===== src/rtl/stack_ctrl.sv =====
`timescale 1ns/1ps
// ============================================================================
// stack_ctrl
// ----------------------------------------------------------------------------
// Stack-operation sequencer for the stack-pointer / stack-RAM stage.
// It turns single-cycle push/pop requests into the multi-cycle control
// sequence that stage needs. It also tracks the stack depth and returns a
// one-cycle completion pulse.
//
// Push: IDLE -> WR -> STEP_DN -> IDLE      (ACK and SPC in STEP_DN)
// Pop : IDLE -> STEP_UP -> SETTLE -> RD -> IDLE   (SPC in STEP_UP, ACK in RD)
//
// Configuration macro: STACK_CTRL_GUARD_EN
//   defined   : a push at DEPTH_MAX or a pop at depth 0 is rejected via REJ.
//               The rejection sets the sticky OVF / UNF flag.
//   undefined : every request executes and DEPTH wraps modulo 256.
//               OVF / UNF are tied low, and CLR_ERR and DEPTH_MAX are unused.
//
// Parameters:
//   DEPTH_MAX  highest legal depth (1..255), used only with the guard
// Ports:
//   CLK        system clock, rising edge
//   RST        asynchronous active-low reset
//   PUSH_REQ   push request, sampled in IDLE
//   POP_REQ    pop request, sampled in IDLE (loses to PUSH_REQ)
//   CLR_ERR    synchronous clear of OVF / UNF
//   nSK_EN     active-low stack bus transceiver enable
//   SP_D_nU    1 = down-count + RAM write, 0 = up-count + RAM read
//   SPC        one-cycle pointer step strobe
//   BUSY       high whenever the sequencer is not idle
//   ACK        one-cycle completion pulse (executed or rejected)
//   DEPTH      current stack depth
//   OVF / UNF  sticky overflow / underflow flags
// ============================================================================
module stack_ctrl #(
   parameter int DEPTH_MAX = 255
) (
   input  logic       CLK,
   input  logic       RST,
   input  logic       PUSH_REQ,
   input  logic       POP_REQ,
   input  logic       CLR_ERR,
   output logic       nSK_EN,
   output logic       SP_D_nU,
   output logic       SPC,
   output logic       BUSY,
   output logic       ACK,
   output logic [7:0] DEPTH,
   output logic       OVF,
   output logic       UNF
);

   typedef enum logic [2:0] {
      IDLE,
      WR,
      STEP_DN,
      STEP_UP,
      SETTLE,
      RD
`ifdef STACK_CTRL_GUARD_EN
      , REJ
`endif
   } state_t;

   state_t     state;
   state_t     next_state;
   logic       nsk_nxt;
   logic       dnu_nxt;
   logic       spc_nxt;
   logic       ack_nxt;
   logic [7:0] depth_nxt;

`ifdef STACK_CTRL_GUARD_EN
   localparam logic [7:0] DEPTH_LIMIT = 8'(DEPTH_MAX);
   logic set_ovf;
   logic set_unf;
`else
   logic unused_cfg;
   assign unused_cfg = ^{CLR_ERR, 8'(DEPTH_MAX)};
`endif

   // Next-state logic. A request is only looked at in IDLE, and push wins
   // over pop. With the guard, a request that would break the depth limits
   // goes to REJ and raises the matching error flag.
   always_comb begin
      next_state = state;
`ifdef STACK_CTRL_GUARD_EN
      set_ovf    = 1'b0;
      set_unf    = 1'b0;
`endif
      case (state)
         IDLE: begin
            if (PUSH_REQ) begin
               next_state = WR;
`ifdef STACK_CTRL_GUARD_EN
               if (DEPTH == DEPTH_LIMIT) begin
                  next_state = REJ;
                  set_ovf    = 1'b1;
               end
`endif
            end else if (POP_REQ) begin
               next_state = STEP_UP;
`ifdef STACK_CTRL_GUARD_EN
               if (DEPTH == 8'd0) begin
                  next_state = REJ;
                  set_unf    = 1'b1;
               end
`endif
            end
         end
         WR:      next_state = STEP_DN;
         STEP_DN: next_state = IDLE;
         STEP_UP: next_state = SETTLE;
         SETTLE:  next_state = RD;
         RD:      next_state = IDLE;
`ifdef STACK_CTRL_GUARD_EN
         REJ:     next_state = IDLE;
`endif
         default: next_state = IDLE;
      endcase
   end

   // Output values are decoded from the state being entered, not the
   // current one. This lets every pin be a flop that changes together with
   // the state. SP_D_nU therefore can never glitch or move in the same cycle
   // as SPC. DEPTH is stepped on entry to the ACK state, so the requester
   // sees the new depth together with ACK.
   always_comb begin
      nsk_nxt   = 1'b1;
      dnu_nxt   = 1'b0;
      spc_nxt   = 1'b0;
      ack_nxt   = 1'b0;
      depth_nxt = DEPTH;
      case (next_state)
         WR: begin
            nsk_nxt = 1'b0;
            dnu_nxt = 1'b1;
         end
         STEP_DN: begin
            nsk_nxt   = 1'b0;
            dnu_nxt   = 1'b1;
            spc_nxt   = 1'b1;
            ack_nxt   = 1'b1;
            depth_nxt = DEPTH + 8'd1;
         end
         STEP_UP: begin
            spc_nxt = 1'b1;
         end
         SETTLE: begin
            nsk_nxt = 1'b0;
         end
         RD: begin
            nsk_nxt   = 1'b0;
            ack_nxt   = 1'b1;
            depth_nxt = DEPTH - 8'd1;
         end
`ifdef STACK_CTRL_GUARD_EN
         REJ: begin
            ack_nxt = 1'b1;
         end
`endif
         default: begin
            nsk_nxt = 1'b1;
         end
      endcase
   end

   // State register and registered outputs. Reset abandons any partial
   // operation without an ACK. The pointer stage shares this reset and
   // reloads its own start value, so DEPTH = 0 stays consistent with it.
   always_ff @(posedge CLK or negedge RST) begin
      if (!RST) begin
         state   <= IDLE;
         nSK_EN  <= 1'b1;
         SP_D_nU <= 1'b0;
         SPC     <= 1'b0;
         ACK     <= 1'b0;
         BUSY    <= 1'b0;
         DEPTH   <= 8'd0;
      end else begin
         state   <= next_state;
         nSK_EN  <= nsk_nxt;
         SP_D_nU <= dnu_nxt;
         SPC     <= spc_nxt;
         ACK     <= ack_nxt;
         BUSY    <= (next_state != IDLE);
         DEPTH   <= depth_nxt;
      end
   end

`ifdef STACK_CTRL_GUARD_EN
   // Sticky error flags. A rejection setting a flag beats a simultaneous
   // CLR_ERR, so a rejection is never silently lost.
   always_ff @(posedge CLK or negedge RST) begin
      if (!RST) begin
         OVF <= 1'b0;
         UNF <= 1'b0;
      end else begin
         if (set_ovf)
            OVF <= 1'b1;
         else if (CLR_ERR)
            OVF <= 1'b0;
         if (set_unf)
            UNF <= 1'b1;
         else if (CLR_ERR)
            UNF <= 1'b0;
      end
   end
`else
   assign OVF = 1'b0;
   assign UNF = 1'b0;
`endif

endmodule


===== config.mk =====
export PLATFORM = sky130hd
export DESIGN_NAME = stack_ctrl
export DESIGN_NICKNAME = d
export VERILOG_FILES = /design/src/rtl/stack_ctrl.sv
export SDC_FILE = /design/constraint.sdc
export NUM_CORES = 1
export LEC_CHECK = 0
export CAP_MARGIN = 20
export CELL_PAD_IN_SITES_DETAIL_PLACEMENT = 1
export CELL_PAD_IN_SITES_GLOBAL_PLACEMENT = 1
export CORE_ASPECT_RATIO = 1.75
export CORE_UTILIZATION = 38
export CTS_BUF_LIST = sky130_fd_sc_hd__clkbuf_4
export CTS_CLUSTER_SIZE = 28
export DETAILED_ROUTE_END_ITERATION = 7
export PLACE_DENSITY_LB_ADDON = 0.1
export SYNTH_ARGS = -nofsm -noshare
export SYNTH_HDL_FRONTEND = slang
export SYNTH_SLANG_ARGS = --single-unit

===== constraint.sdc =====
create_clock -name CLK -period 2.4 [get_ports CLK]
set_input_delay 0.48 -clock CLK [delete_from_list [all_inputs] [get_ports CLK]]
set_output_delay 0.48 -clock CLK [all_outputs]
set_load 0.01 [all_outputs]

==> metrics.yaml <==
logic_synthesis:
  yosys_warnings: 0
  synthXorXnorAreaFrac_pct: 4.950
  fa_ha_area_share_pct: 10.75
  synth_cell_types: 32
  syn_avg_cell_area_um2: 9.512
  edf_count: 0
  synthAoiAreaFrac_pct: 16.69
  synth_flops: 16
  ys_async_sr_fraction_pct: 100.0
  syn_inst: 93
  synth_area_um2: 884.6
place:
  globalplace.congestion: 0.6771
  placed_area_um2: 1097
cts:
  cts_inserted_buffers: 3
  cts_buffer_depth: 2
  cts.clk_slew.worst_paths_ns: 0.09
  holdBufCountCts: 0
worst_setup_path:
  arrival_ns: 2.41
  worstSetupEndpointType: "flop"
  critPathKind: "reg -> reg"
  r2r_slack_ns: 0.22
  path_buffers: 1
  r2r_end: "DEPTH[6]"
  cp.depth: 9
die:
  die-area_um2: 2532
  die_h_um: 65.83
min_path:
  hold_class: "reg -> reg"
route:
  met1_length_um: 790
  route.met3.wl_um: 32
  via_per_inst: 5.257
  totalWireLength_um: 2055
  top_layer_used: "met4"
final_timing:
  worst_pin_slew_ns: 0.7095
  rsz0062_at_grt: "false"
  finalHoldViolCount: 0
global_route:
  antenna_found_initial: 0
  grt_usage_pct: 19.56
  use_met2_pct: 34.53
finish:
  post_route_cells_drive_above_1_share_pct: 9.483
  largest-register: "DEPTH"
outcome:
  status: "finished clean"
power:
  ir_drop_uv: 590.2
cell type report:
cell class                      instances  area, um^2  area share, %
Multi-Input combinational cell         68       441.7          39.31
Timing Repair Buffer                   21       197.7          17.59
Inverter                                7       26.28          2.339
Clock inverter                          1       3.754         0.3341
Clock buffer                            3       22.52          2.004
Sequential cell                        16       401.6          35.75
Tap cell                               24       30.03          2.673
worst register-to-register path, cell delays in order, from the launching register on:
cell	delay (ns)
dfrtp_1	0.39
nor2_1	0.19
nand2_1	0.10
inv_1	0.11
ha_1	0.28
nor2b_1	0.15
o21ai_1	0.17
a21boi_0	0.14
or4_1	0.50
nand3_1	0.10
report_power, final:
part / switching, mW / internal, mW / leakage [nW] / total [mW]
clock: 0.0849 / 0.0603 / 0.0154 / 0.145
sequential: 0.0920 / 0.407 / 0.196 / 0.499
combinational: 0.487 / 0.474 / 0.324 / 0.961
total: 0.664 / 0.941 / 0.536 / 1.61
placed cells by master (no fill, tap or decap), types with 2 or more instances in the layout:
cell type and instances:
buf_4 5, clkbuf_4 3, ha_1 6, dfrtp_1 15, nor2_1 6, conb_1 2
xor2_1 3, a21oi_1 6, nor3_1 3, nand2_1 11, nor2b_1 2, inv_1 7
nand3_1 2, a21o_1 2, o21ai_0 7, xnor2_1 2, clkdlybuf4s50_1 16, nand2b_1 2
synth_stat cells (2+ instances only):
cell / n / area share, %
o21ai_0: 7 / 4.0
ha_1: 6 / 8.5
xnor2_1: 2 / 2.0
nand3_1: 2 / 1.1
xor2_1: 3 / 3.0
buf_4: 2 / 1.7
nand2_1: 11 / 4.7
nor2b_1: 2 / 1.4
nor3_1: 3 / 1.7
a21o_1: 2 / 1.7
nor2_1: 6 / 2.5
a21oi_1: 6 / 3.4
dfrtp_1: 15 / 42
inv_1: 7 / 3.0
nand2b_1: 2 / 1.4
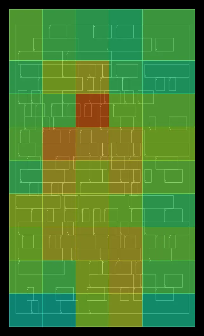
*Routing congestion*
GRT Max-Usage Layer: met2
post-layout util: 52.33%
met3 Resource Use GR: 3.030%

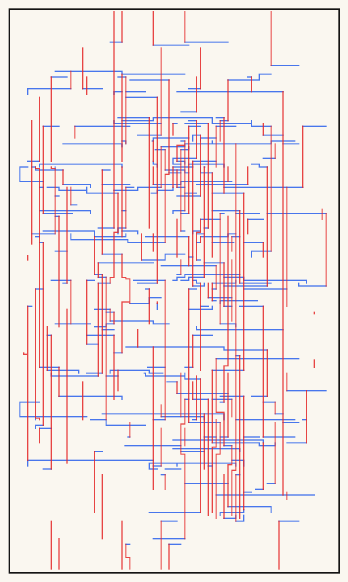
*Signal wires by layer*
Two of the layers only.
Key: M2 = red [wire length 1210 um]; M1 = blue [wire length 791 um]

No activity file was given, so power comes from the tool's default toggle rates.
